Fig. 1: run 1, signal wires on met1
Supply wires on this layer in grey.
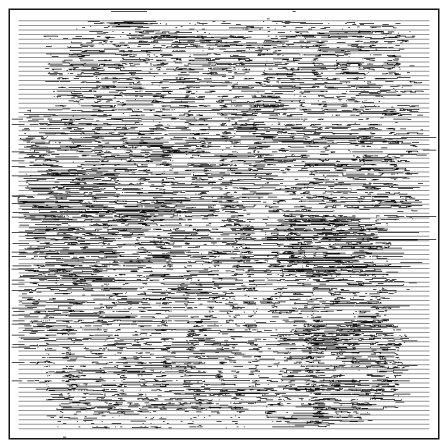
Fig. 2: run 1, signal wires on met2
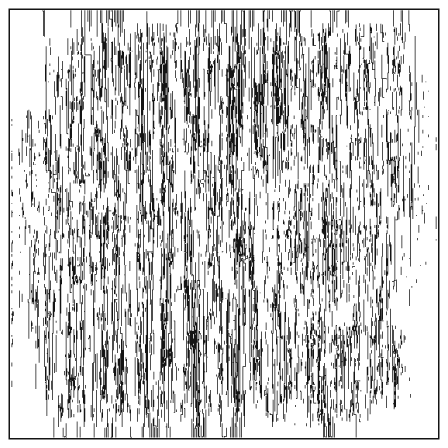
Fig. 3: run 1, met3 routing
Scale bar: 100 um.
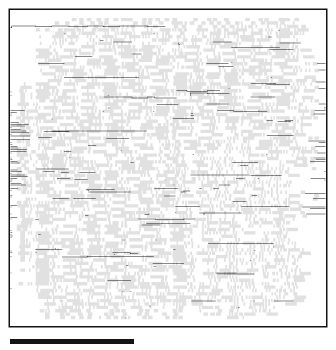
`src/rtl/pacing_pkg.sv`:
```
// Shared types and helpers for the RTLola pacing scheduler.
// Optional feature macro: PACING_TIMESTAMP_EN (adds a 64-bit timestamp to every task).
package pacing_pkg;

    localparam int NUM_INPUTS = 3;
    localparam int DATA_W     = 32;
    localparam int CLK_HZ     = 100_000_000;
`ifdef PACING_TIMESTAMP_EN
    localparam int TIME_W     = 64;
`endif

    typedef enum logic {
        IDLE  = 1'b0,
        ISSUE = 1'b1
    } state_t;

    typedef struct packed {
`ifdef PACING_TIMESTAMP_EN
        logic [TIME_W-1:0]            stamp;
`endif
        logic [NUM_INPUTS-1:0]        has;
        logic [NUM_INPUTS*DATA_W-1:0] data;
    } task_t;

    function automatic int us_to_cycles(input int us);
        return (CLK_HZ / 1_000_000) * us;
    endfunction

endpackage

```
`src/rtl/pacing_event_fifo.sv`:
```
// Synchronous event queue: DEPTH words (power of two), extra pointer bit tells full from empty.
module pacing_event_fifo #(
    parameter int WIDTH = 8,
    parameter int DEPTH = 4
) (
    input  logic             clk,
    input  logic             rst,
    input  logic             push_i,
    input  logic             pop_i,
    input  logic [WIDTH-1:0] wdata_i,
    output logic [WIDTH-1:0] rdata_o,
    output logic             full_o,
    output logic             empty_o
);

    localparam int AW = $clog2(DEPTH);

    logic [WIDTH-1:0] mem_q [DEPTH];
    logic [AW:0]      wr_ptr_q;
    logic [AW:0]      rd_ptr_q;

    assign empty_o = (wr_ptr_q == rd_ptr_q);
    assign full_o  = (wr_ptr_q[AW] != rd_ptr_q[AW]) && (wr_ptr_q[AW-1:0] == rd_ptr_q[AW-1:0]);
    assign rdata_o = mem_q[rd_ptr_q[AW-1:0]];

    // NOTE: sequential state is written with <= so every register samples pre-edge values.
    always_ff @(posedge clk or posedge rst) begin
        if (rst) begin
            wr_ptr_q <= '0;
            rd_ptr_q <= '0;
        end else begin
            if (push_i && !full_o) wr_ptr_q <= wr_ptr_q + (AW+1)'(1);
            if (pop_i && !empty_o) rd_ptr_q <= rd_ptr_q + (AW+1)'(1);
        end
    end

    // NOTE: storage has no reset; the pointers alone decide which words are valid.
    always_ff @(posedge clk) begin
        if (push_i && !full_o) mem_q[wr_ptr_q[AW-1:0]] <= wdata_i;
    end

endmodule

```
`src/rtl/pacing_scheduler.sv`:
```
// Queues input events, generates periodic deadlines and issues one task at a time to topEntity.
// Optional feature macro: PACING_TIMESTAMP_EN (mon_time port and timestamp storage).
module pacing_scheduler
    import pacing_pkg::*;
#(
    parameter int NUM_PERIODS = 2,
    parameter int PERIOD0_CYC = us_to_cycles(100),
    parameter int PERIOD1_CYC = us_to_cycles(500),
    parameter int FIFO_DEPTH  = 4
) (
    input  logic                         clk,
    input  logic                         rst,
    input  logic                         en,
    input  logic [NUM_INPUTS*DATA_W-1:0] x_data,
    input  logic [NUM_INPUTS-1:0]        x_has,
    output logic                         in_ready,
    output logic                         mon_valid,
    input  logic                         mon_ready,
    output logic [NUM_INPUTS*DATA_W-1:0] mon_data,
    output logic [NUM_INPUTS-1:0]        mon_has,
    output logic [NUM_PERIODS-1:0]       mon_pace,
`ifdef PACING_TIMESTAMP_EN
    output logic [TIME_W-1:0]            mon_time,
`endif
    output logic                         overflow,
    output logic                         deadline_miss
);

    function automatic int period_cyc(input int k);
        return (k == 0) ? PERIOD0_CYC : PERIOD1_CYC;
    endfunction

    state_t                 state_q, state_d;
    task_t                  fifo_wdata, fifo_rdata, task_q, task_d;
    logic                   fifo_full, fifo_empty, fifo_push, fifo_pop;
    logic [31:0]            cnt_q [NUM_PERIODS];
    logic [31:0]            cnt_d [NUM_PERIODS];
    logic [NUM_PERIODS-1:0] wrap, pend_kept, pend_q, pend_d, pace_q, pace_d;
    logic                   used_q, used_d, overflow_q, overflow_d, miss_q, miss_d;
    logic                   capture, handshake, load;

    assign capture   = en && |x_has;
    assign in_ready  = !fifo_full;
    assign fifo_push = capture && !fifo_full;
    assign handshake = (state_q == ISSUE) && mon_ready;
    assign fifo_pop  = handshake && used_q;
    assign load      = (state_q == IDLE) && (!fifo_empty || |pend_q);

`ifdef PACING_TIMESTAMP_EN
    logic [TIME_W-1:0] ts_q, pend_ts_q, pend_ts_d;
`endif

    // NOTE: every always_comb output gets a default first so no latch is inferred.
    always_comb begin
        fifo_wdata     = '0;
        fifo_wdata.has = x_has;
        for (int i = 0; i < NUM_INPUTS; i++) begin
            if (x_has[i]) fifo_wdata.data[i*DATA_W +: DATA_W] = x_data[i*DATA_W +: DATA_W];
        end
`ifdef PACING_TIMESTAMP_EN
        fifo_wdata.stamp = ts_q;
`endif
    end

    pacing_event_fifo #(
        .WIDTH ($bits(task_t)),
        .DEPTH (FIFO_DEPTH)
    ) u_fifo (
        .clk     (clk),
        .rst     (rst),
        .push_i  (fifo_push),
        .pop_i   (fifo_pop),
        .wdata_i (fifo_wdata),
        .rdata_o (fifo_rdata),
        .full_o  (fifo_full),
        .empty_o (fifo_empty)
    );

    always_comb begin
        for (int k = 0; k < NUM_PERIODS; k++) begin
            cnt_d[k] = cnt_q[k];
            wrap[k]  = 1'b0;
            if (en) begin
                if (cnt_q[k] == 32'(period_cyc(k) - 1)) begin
                    cnt_d[k] = '0;
                    wrap[k]  = 1'b1;
                end else begin
                    cnt_d[k] = cnt_q[k] + 32'd1;
                end
            end
        end
    end

    // A wrap in the same cycle as the clearing handshake re-arms its pending bit.
    always_comb begin
        pend_kept  = handshake ? (pend_q & ~pace_q) : pend_q;
        pend_d     = pend_kept | wrap;
        overflow_d = overflow_q | (capture && fifo_full);
        miss_d     = miss_q | (|(wrap & pend_q));
`ifdef PACING_TIMESTAMP_EN
        pend_ts_d  = pend_ts_q;
        if (|wrap && !(|pend_kept)) pend_ts_d = ts_q;
`endif
    end

    always_comb begin
        task_d = task_q;
        pace_d = pace_q;
        used_d = used_q;
        if (load) begin
            if (fifo_empty) begin
                task_d = '0;
`ifdef PACING_TIMESTAMP_EN
                task_d.stamp = pend_ts_q;
`endif
            end else begin
                task_d = fifo_rdata;
            end
            pace_d = pend_q;
            used_d = !fifo_empty;
        end
    end

    always_ff @(posedge clk or posedge rst) begin
        if (rst) state_q <= IDLE;
        else     state_q <= state_d;
    end

    always_comb begin
        state_d = state_q;
        case (state_q)
            IDLE:    if (load)      state_d = ISSUE;
            ISSUE:   if (mon_ready) state_d = IDLE;
            default:                state_d = IDLE;
        endcase
    end

    always_comb begin
        mon_valid = (state_q == ISSUE);
    end

    always_ff @(posedge clk or posedge rst) begin
        if (rst) begin
            task_q     <= '0;
            pace_q     <= '0;
            used_q     <= 1'b0;
            pend_q     <= '0;
            overflow_q <= 1'b0;
            miss_q     <= 1'b0;
            for (int k = 0; k < NUM_PERIODS; k++) cnt_q[k] <= '0;
`ifdef PACING_TIMESTAMP_EN
            ts_q       <= '0;
            pend_ts_q  <= '0;
`endif
        end else begin
            task_q     <= task_d;
            pace_q     <= pace_d;
            used_q     <= used_d;
            pend_q     <= pend_d;
            overflow_q <= overflow_d;
            miss_q     <= miss_d;
            for (int k = 0; k < NUM_PERIODS; k++) cnt_q[k] <= cnt_d[k];
`ifdef PACING_TIMESTAMP_EN
            ts_q       <= ts_q + TIME_W'(1);
            pend_ts_q  <= pend_ts_d;
`endif
        end
    end

    assign mon_has       = task_q.has;
    assign mon_data      = task_q.data;
    assign mon_pace      = pace_q;
    assign overflow      = overflow_q;
    assign deadline_miss = miss_q;
`ifdef PACING_TIMESTAMP_EN
    assign mon_time      = task_q.stamp;
`endif

endmodule

```
`config.mk`:
```
export PLATFORM = sky130hd
export DESIGN_NAME = pacing_scheduler
export DESIGN_NICKNAME = d
export VERILOG_FILES = /design/src/rtl/pacing_pkg.sv /design/src/rtl/pacing_event_fifo.sv /design/src/rtl/pacing_scheduler.sv
export SDC_FILE = /design/constraint.sdc
export NUM_CORES = 1
export LEC_CHECK = 0
export ABC_AREA = 1
export CELL_PAD_IN_SITES_DETAIL_PLACEMENT = 1
export CELL_PAD_IN_SITES_GLOBAL_PLACEMENT = 1
export CORE_MARGIN = 5
export CORE_UTILIZATION = 40
export CTS_CLUSTER_SIZE = 16
export DETAILED_ROUTE_END_ITERATION = 10
export PLACE_DENSITY_LB_ADDON = 0.1
export SYNTH_ARGS = -nofsm -noshare
export SYNTH_HDL_FRONTEND = slang
export SYNTH_SLANG_ARGS = --single-unit
```
`constraint.sdc`:
```
create_clock -name clk -period 16.1 [get_ports clk]
set_clock_uncertainty 0.05 [all_clocks]
set_input_delay 4.025 -clock clk [delete_from_list [all_inputs] [get_ports clk]]
set_output_delay 4.025 -clock clk [all_outputs]
set_load 0.005 [all_outputs]
```
==> run_results.csv, run 1 <==
group,metric,value,unit
floorplanning,tap_cells,773,
placed_design,placement.cell_area,26500,um2
detailed_routing,route.detailed.wl_per_inst,19.2,um
cells_and_area,register_cell_area_after_layout,16300,um2
timing,slew_at_the_pin_closest_to_its_max_slew_limit,1.18,ns
timing,period_minus_slack,7.43,ns
pwr,p_int,0.00328,W
yosys,area_leaders,"sky130_fd_sc_hd__edfxtp_1 50%, sky130_fd_sc_hd__dfrtp_1 19%, sky130_fd_sc_hd__nand2_1 9.5%",
clocking,cts_repair_resize_count,0,
pwr,seq_power_share,0.428,
placed_design,place_hpwl,38600,um
detailed_routing,vias,16700,
cells_and_area,areaGrowthSynthToFinish,19.3,%
cells_and_area,layout.clock_buffers,97,
worst_setup_path,worst-path-stages,8,
clocking,clock_latency,0.61,ns
floorplanning,core_area,59000,um2
grt,grt_max_degree,135,
placed_design,pre_cts_slack,7.96,ns
worst_setup_path,critPathSlowestCell,"sky130_fd_sc_hd__nor2_4",
yosys,yosys_cell_count,2283,
cells_and_area,stdcell_area,28400,um2
grt,number_of_antenna_violations_at_the_first_check_in_global_routing,0,
pwr,clock_net_power,0.00132,W
worst_setup_path,setup.worst_path.end,"u_fifo.mem_q[2][2]$_DFFE_PP_",
floorplanning,initCoreUtil,0.403,
clocking,clkSlewWorstSetupHoldPaths,0.06,ns
yosys,avgSynthCellArea,10.4,um2
clocking,tritoncts.num_buffers,60,
pwr,irDropWorstVdd,0.0000989,V
clocking,post-cts-setup-buffer-count,0,
yosys,post_synth_most_frequent_cells,"602 x sky130_fd_sc_hd__nand2_1, 396 x sky130_fd_sc_hd__edfxtp_1, 338 x sky130_fd_sc_hd__nor2_1",
worst_setup_path,crit_path_max_fanout,42,
worst_setup_path,crit_chain,"clkdlybuf4s50_1 -> buf_4 -> inv_2 -> nor2_1 -> nand2_1 -> nor2_4 -> buf_4 -> buf_4",
yosys,synth_top_cell_by_area,"sky130_fd_sc_hd__edfxtp_1",
pwr,pwr-share-comb,0.310,
pwr,power_density,177,nW/um2
yosys,top_cell,"sky130_fd_sc_hd__nand2_1",
timing,setup_ws,8.67,ns
floorplanning,placement_rows,89,
placed_design,place.gp.congestion,0.822,
yosys,synthesis_warning_total,0,
worst_setup_path,start_kind,"input port",
detailed_routing,vias_per_cell,5.06,
yosys,top_area_frac,0.500,
timing,holdWs,0.427,ns
worst_setup_path,timing.critical_path.from,"en",
yosys,mappedNetlistArea,23800,um2
clocking,clock-root-buffer,"sky130_fd_sc_hd__clkbuf_16",
pwr,switchingPower,0.00175,W
detailed_routing,drt_iter0_drc,861,
cells_and_area,seq_area_frac,0.575,
grt,grt_pass1_vias,17700,
timing,final-max-slew-violation-count,0,
timing,setup-violations-final,0,
yosys,yosys_register_bits,573,
cells_and_area,fillCellCount,6453,
worst_setup_path,end_kind,"flip-flop",
placed_design,dpl.cell_count,3180,
clocking,clock_sinks,573,
cells_and_area,registers,573,
yosys,synthesis.nets,2393,
flow_run,maxCapViolations,0,
yosys,mux_share,0.000421,
grt,global_route_wire_length_before_repair,99600,um
worst_setup_path,crit_top_cell,"sky130_fd_sc_hd__buf_4",
outcome,run_status,"completed",
detailed_routing,route.antenna.remaining_nets,0,
cells_and_area,comb_area_frac,0.218,
cells_and_area,antenna_cells_inserted,0,
cells_and_area,clock_area_frac,0.0664,
grt,grt_util_all_layers,0.195,
yosys,post_synth_fa_ha_maj_area_fraction,0.00368,
cells_and_area,finalCoreUtilization,0.481,
flow_run,stage_log_warning_count,33,
worst_setup_path,crit_type,"input port to flip-flop",
yosys,flop_cell,"sky130_fd_sc_hd__edfxtp_1",
cells_and_area,final.signal_buffer_count,225,
worst_setup_path,critPathArrivalTime,7.62,ns
worst_setup_path,cpLargestDelayFamily,"buffers and inverters",
cells_and_area,instances_no_fill,3293,
timing,rsz0062_at_grt,"false",
pwr,pg_seq,0.00215,W
floorplanning,boundaryPins,208,
pwr,leakage_power,11.8,nW
cells_and_area,multi_input_comb_cells,1393,
detailed_routing,drt_pass1_iterations,5,
cells_and_area,layout_top_cells_excl_fill_tap,"601 x sky130_fd_sc_hd__nand2_1, 396 x sky130_fd_sc_hd__edfxtp_1, 334 x sky130_fd_sc_hd__nor2_1",
detailed_routing,drt-total-wl,63400,um
timing,layout_worst_path_cycle_share,0.462,
yosys,edf_count,396,
cells_and_area,combGateArea,6200,um2
timing,setup-tns-final,0,ns
pwr,power.combinational.total,0.00156,W
yosys,yosys.area_share.aoi,0.0714,
cells_and_area,post_route_cells_drive_above_1_share,0.0504,
placed_design,buffer_ports.inserted,207,
worst_setup_path,reg2reg_slack,12.02,ns
worst_setup_path,required,16.29,ns
yosys,synth_xor_xnor_area_share,0.0136,
cells_and_area,largest_register_ff_count,396,
floorplanning,fp.dieH,254,um
cells_and_area,final_net_count,2579,
cells_and_area,buffer_area_frac,0.0772,
pwr,switching_share,0.348,
yosys,yosys.stat.chipArea,23800,um2
min_path,hold_path_startpoint,"mon_data[46]$_DFFE_PP0P_",
clocking,clock_tree_from_tritoncts,"done",
detailed_routing,drc,0,
worst_setup_path,worst_r2r_endpoint,"u_fifo.mem_q[2][2]$_DFFE_PP_",
worst_setup_path,timing.critical_path.slowest_cell_delay,0.82,ns
yosys,synthDistinctLibCells,30,
yosys,syn_inst,2283,
pwr,post-layout-total-power,0.00503,W
clocking,clock_path_buffers,3,
pwr,maxPowerGroup,"registers",
yosys,synth_simple_gate_area_share,0.170,
floorplanning,chip_area,64500,um2
worst_setup_path,critical_path.n_buffers_inverters,5,
timing,hold_viol,0,
yosys,synth-async-reset-ratio,0.309,
cells_and_area,final_layout_top_logic_cell,"sky130_fd_sc_hd__nand2_1",
cells_and_area,biggestCellCategory,"registers",
yosys,synth_sequential_area_ratio,0.686,
floorplanning,die_width,254,um
cells_and_area,num-nonclk-inverters,216,
min_path,hp-class,"flip-flop to flip-flop",
-- Fig. 1 (at the start) --
share of all routed wire	45%
wire length on this layer	28.2 mm
longest straight run	65.3 um
nets with wire on the layer	2410
main direction	horizontal

-- Fig. 2 (at the start) --
share of all routed wire	50%
nets with wire on the layer	2166

-- Fig. 3 (at the start) --
main direction	horizontal
nets with wire on the layer	128
share of all routed wire	3.4%
wire length on this layer	2150 um
longest straight run	76.1 um

run 1: routing by layer:
layer	track usage	share of wire	vias up	wire [um]
met5	0	0	-	0
met4	0.0454	0.021	0	1300
met3	0.0270	0.034	92	2150
met2	0.340	0.50	266	31700
met1	0.261	0.45	8391	28200
li1	-	-	7915	-
run 1: worst min-delay path by stage:
| stage | endpoint | depth (start not counted) |
|---|---|---|
| finish | mon_data[46]$_DFFE_PP0P_ | 2 |
| global placement | overflow$_DFF_PP0_ | 1 |
| CTS | mon_data[41]$_DFFE_PP0P_ | 2 |
| floorplan | overflow$_DFF_PP0_ | 1 |
| detailed placement | mon_data[41]$_DFFE_PP0P_ | 2 |
| global route | mon_data[43]$_DFFE_PP0P_ | 2 |
==> run 1 -> run 2 <==
Clock period 16.1 ns to 7.3 ns, I/O delays scaled along.
==> run 2 against run 1 <==
- critical path depth is 1 lower
- sequential cell count stayed put
- global-route usage hardly changed
- via count is 0.70% lower
- critical path type unchanged
- largest power group unchanged
==> run_results.csv, run 2 <==
group,metric,value,unit
min_path,timing.hold.worst_path_depth,2,
detailed_routing,drc,0,
yosys,top_area_frac,0.500,
yosys,synth-async-reset-ratio,0.309,
cells_and_area,register_cell_area_after_layout,16300,um2
worst_setup_path,critPathSlowestCell,"sky130_fd_sc_hd__nor2_4",
worst_setup_path,end_kind,"flip-flop",
pwr,switching_share,0.345,
yosys,syn_inst,2283,
worst_setup_path,crit_chain,"clkdlybuf4s50_1 -> buf_4 -> inv_2 -> nor2_1 -> nand2_1 -> nor2_4 -> buf_12",
grt,number_of_antenna_violations_at_the_first_check_in_global_routing,0,
placed_design,placement.cell_area,26600,um2
timing,rsz0062_at_grt,"false",
pwr,leakage_power,11.9,nW
pwr,clkPwrFrac,0.276,
yosys,edf_count,396,
yosys,post_synth_fa_ha_maj_area_fraction,0.00368,
yosys,area_leaders,"sky130_fd_sc_hd__edfxtp_1 50%, sky130_fd_sc_hd__dfrtp_1 19%, sky130_fd_sc_hd__nand2_1 9.5%",
cells_and_area,post_route_cells_drive_above_1_share,0.0528,
timing,slew_at_the_pin_closest_to_its_max_slew_limit,1.02,ns
yosys,yosys.area_share.aoi,0.0714,
floorplanning,core_area,59000,um2
pwr,irDropWorstVdd,0.000236,V
yosys,synthesis_warning_total,0,
yosys,yosys.stat.chipArea,23800,um2
yosys,avgSynthCellArea,10.4,um2
yosys,post_synth_main_logic_family,"simple AND/OR/NAND/NOR gates",
cells_and_area,areaGrowthSynthToFinish,20.1,%
clocking,clock-root-buffer,"sky130_fd_sc_hd__clkbuf_16",
worst_setup_path,timing.reg2reg.worst_path_depth,7,
clocking,clock_path_buffers,3,
worst_setup_path,crit_type,"input port to flip-flop",
cells_and_area,instances_no_fill,3294,
worst_setup_path,critPathArrivalTime,4.55,ns
yosys,top_cell,"sky130_fd_sc_hd__nand2_1",
timing,final-max-slew-violation-count,0,
worst_setup_path,start_kind,"input port",
clocking,cts_hold_buffers,0,
pwr,switchingPower,0.00389,W
pwr,seq_power_share,0.420,
pwr,power_density,395,nW/um2
placed_design,place_hpwl,39000,um
clocking,clock_sinks,573,
floorplanning,chip_area,64500,um2
detailed_routing,drt_iter0_drc,917,
timing,hold_viol,0,
grt,global_route_wire_length_before_repair,100000,um
timing,fmax,0.231,GHz
cells_and_area,fillCellCount,6400,
cells_and_area,final_layout_top_logic_cell,"sky130_fd_sc_hd__nand2_1",
floorplanning,placement_rows,89,
worst_setup_path,worst-path-stages,7,
pwr,power.combinational.total,0.00343,W
cells_and_area,largest_register_ff_count,396,
flow_run,maxCapViolations,0,
cells_and_area,final_net_count,2579,
worst_setup_path,setup.worst_path.end,"u_fifo.mem_q[1][8]$_DFFE_PP_",
worst_setup_path,critical_path.n_buffers_inverters,4,
min_path,hold_path_startpoint,"mon_data[46]$_DFFE_PP0P_",
timing,setup-violations-final,0,
clocking,tritoncts.num_buffers,60,
outcome,run_status,"completed",
cells_and_area,antenna_cells_inserted,0,
timing,period_minus_slack,4.32,ns
floorplanning,fp.dieH,254,um
flow_run,stage_log_warning_count,33,
pwr,p_int,0.00740,W
detailed_routing,vias,16500,
worst_setup_path,worst_r2r_endpoint,"u_fifo.mem_q[1][8]$_DFFE_PP_",
pwr,post-layout-total-power,0.0113,W
detailed_routing,route.detailed.wl_per_inst,19.2,um
timing,timing.slew.headroom,0.318,
yosys,synth_xor_xnor_area_share,0.0136,
floorplanning,initCoreUtil,0.403,
worst_setup_path,r2r-start,"u_fifo.rd_ptr_q[0]$_DFFE_PP0P_",
worst_setup_path,timing.critical_path.slowest_cell_delay,0.76,ns
yosys,synth_simple_gate_area_share,0.170,
cells_and_area,finalCoreUtilization,0.484,
timing,holdWs,0.426,ns
min_path,hold-path-endpoint,"mon_data[46]$_DFFE_PP0P_",
placed_design,buffer_ports.inserted,207,
detailed_routing,vias_per_cell,5.02,
yosys,yosys_register_bits,573,
clocking,clkSlewWorstSetupHoldPaths,0.06,ns
placed_design,dpl.cell_count,3180,
grt,grt_util_all_layers,0.195,
worst_setup_path,crit_path_max_fanout,56,
clocking,post-cts-setup-buffer-count,0,
yosys,synthesis.nets,2393,
yosys,post_synth_most_frequent_cells,"602 x sky130_fd_sc_hd__nand2_1, 396 x sky130_fd_sc_hd__edfxtp_1, 338 x sky130_fd_sc_hd__nor2_1",
cells_and_area,stdcell_area,28600,um2
yosys,synthDistinctLibCells,30,
detailed_routing,drt-total-wl,63300,um
yosys,yosys_cell_count,2283,
worst_setup_path,required,7.53,ns
floorplanning,boundaryPins,208,
timing,setup_ws,2.98,ns
yosys,synth_top_cell_by_area,"sky130_fd_sc_hd__edfxtp_1",
yosys,synth_sequential_area_ratio,0.686,
detailed_routing,drt_pass1_iterations,4,
clocking,cts_repair_resize_count,0,
timing,layout_worst_path_cycle_share,0.592,
placed_design,place.gp.congestion,0.800,
yosys,mux_share,0.000421,
floorplanning,die_width,254,um
detailed_routing,route.antenna.remaining_nets,0,
pwr,pg_seq,0.00474,W
grt,gr_ovfl_total,0,
min_path,hp-class,"flip-flop to flip-flop",
cells_and_area,layout_top_cells_excl_fill_tap,"601 x sky130_fd_sc_hd__nand2_1, 396 x sky130_fd_sc_hd__edfxtp_1, 334 x sky130_fd_sc_hd__nor2_1",
worst_setup_path,reg2reg_slack,4.06,ns
grt,grt_max_degree,138,
pwr,pwr-share-comb,0.304,
cells_and_area,combGateArea,6200,um2
placed_design,pre_cts_slack,2.30,ns
worst_setup_path,timing.critical_path.from,"en",
clocking,clock_tree_from_tritoncts,"done",
worst_setup_path,cpLargestDelayFamily,"simple AND/OR/NAND/NOR gates",
grt,grt_pass1_vias,18000,
timing,setup-tns-final,0,ns
pwr,maxPowerGroup,"registers",
yosys,mappedNetlistArea,23800,um2
yosys,flop_cell,"sky130_fd_sc_hd__edfxtp_1",
clocking,cts_htree_levels,2,
-- run 2: cell counts after synthesis --
No cell type changed its count.
-- run 2: area by class of cell --
type	instances	share of cell area
Sequential cell	573	0.571
Multi-Input combinational cell	1393	0.217
Timing Repair Buffer	225	0.0784
Clock buffer	85	0.0593
Tap cell	773	0.0338
Inverter	216	0.0289
Clock inverter	29	0.0114
-- run 2: per-layer routing --
metal	routed length [um]	vias up	global-route usage	part of all wire
met2	31500	210	0.339	0.50
met1	28700	8355	0.264	0.45
li1	-	7923	-	-
met4	914	0	0.0365	0.014
met5	0	-	0	0
met3	2180	60	0.0308	0.034
Fig. 4: run 2, signal wires on met1
Supply wires on this layer in grey.
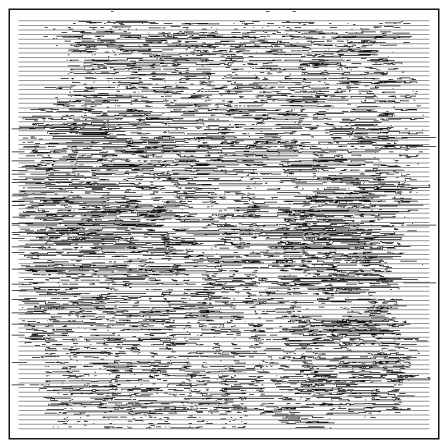
share of all routed wire	45%
nets with wire on the layer	2409
main direction	horizontal

Fig. 5: run 2, clock routing
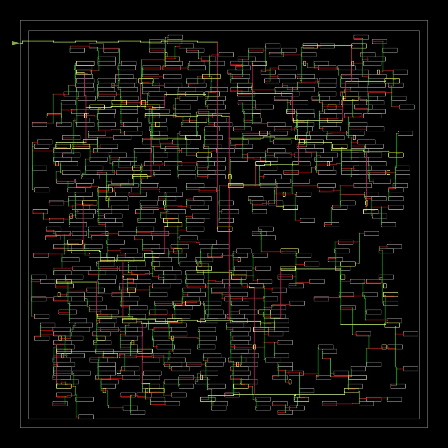
clock latency on the worst-skew pair: 0.62 ns
Clock Power: 0.00312 W
registers: 573

No activity file was given, so power comes from the tool's default toggle rates.
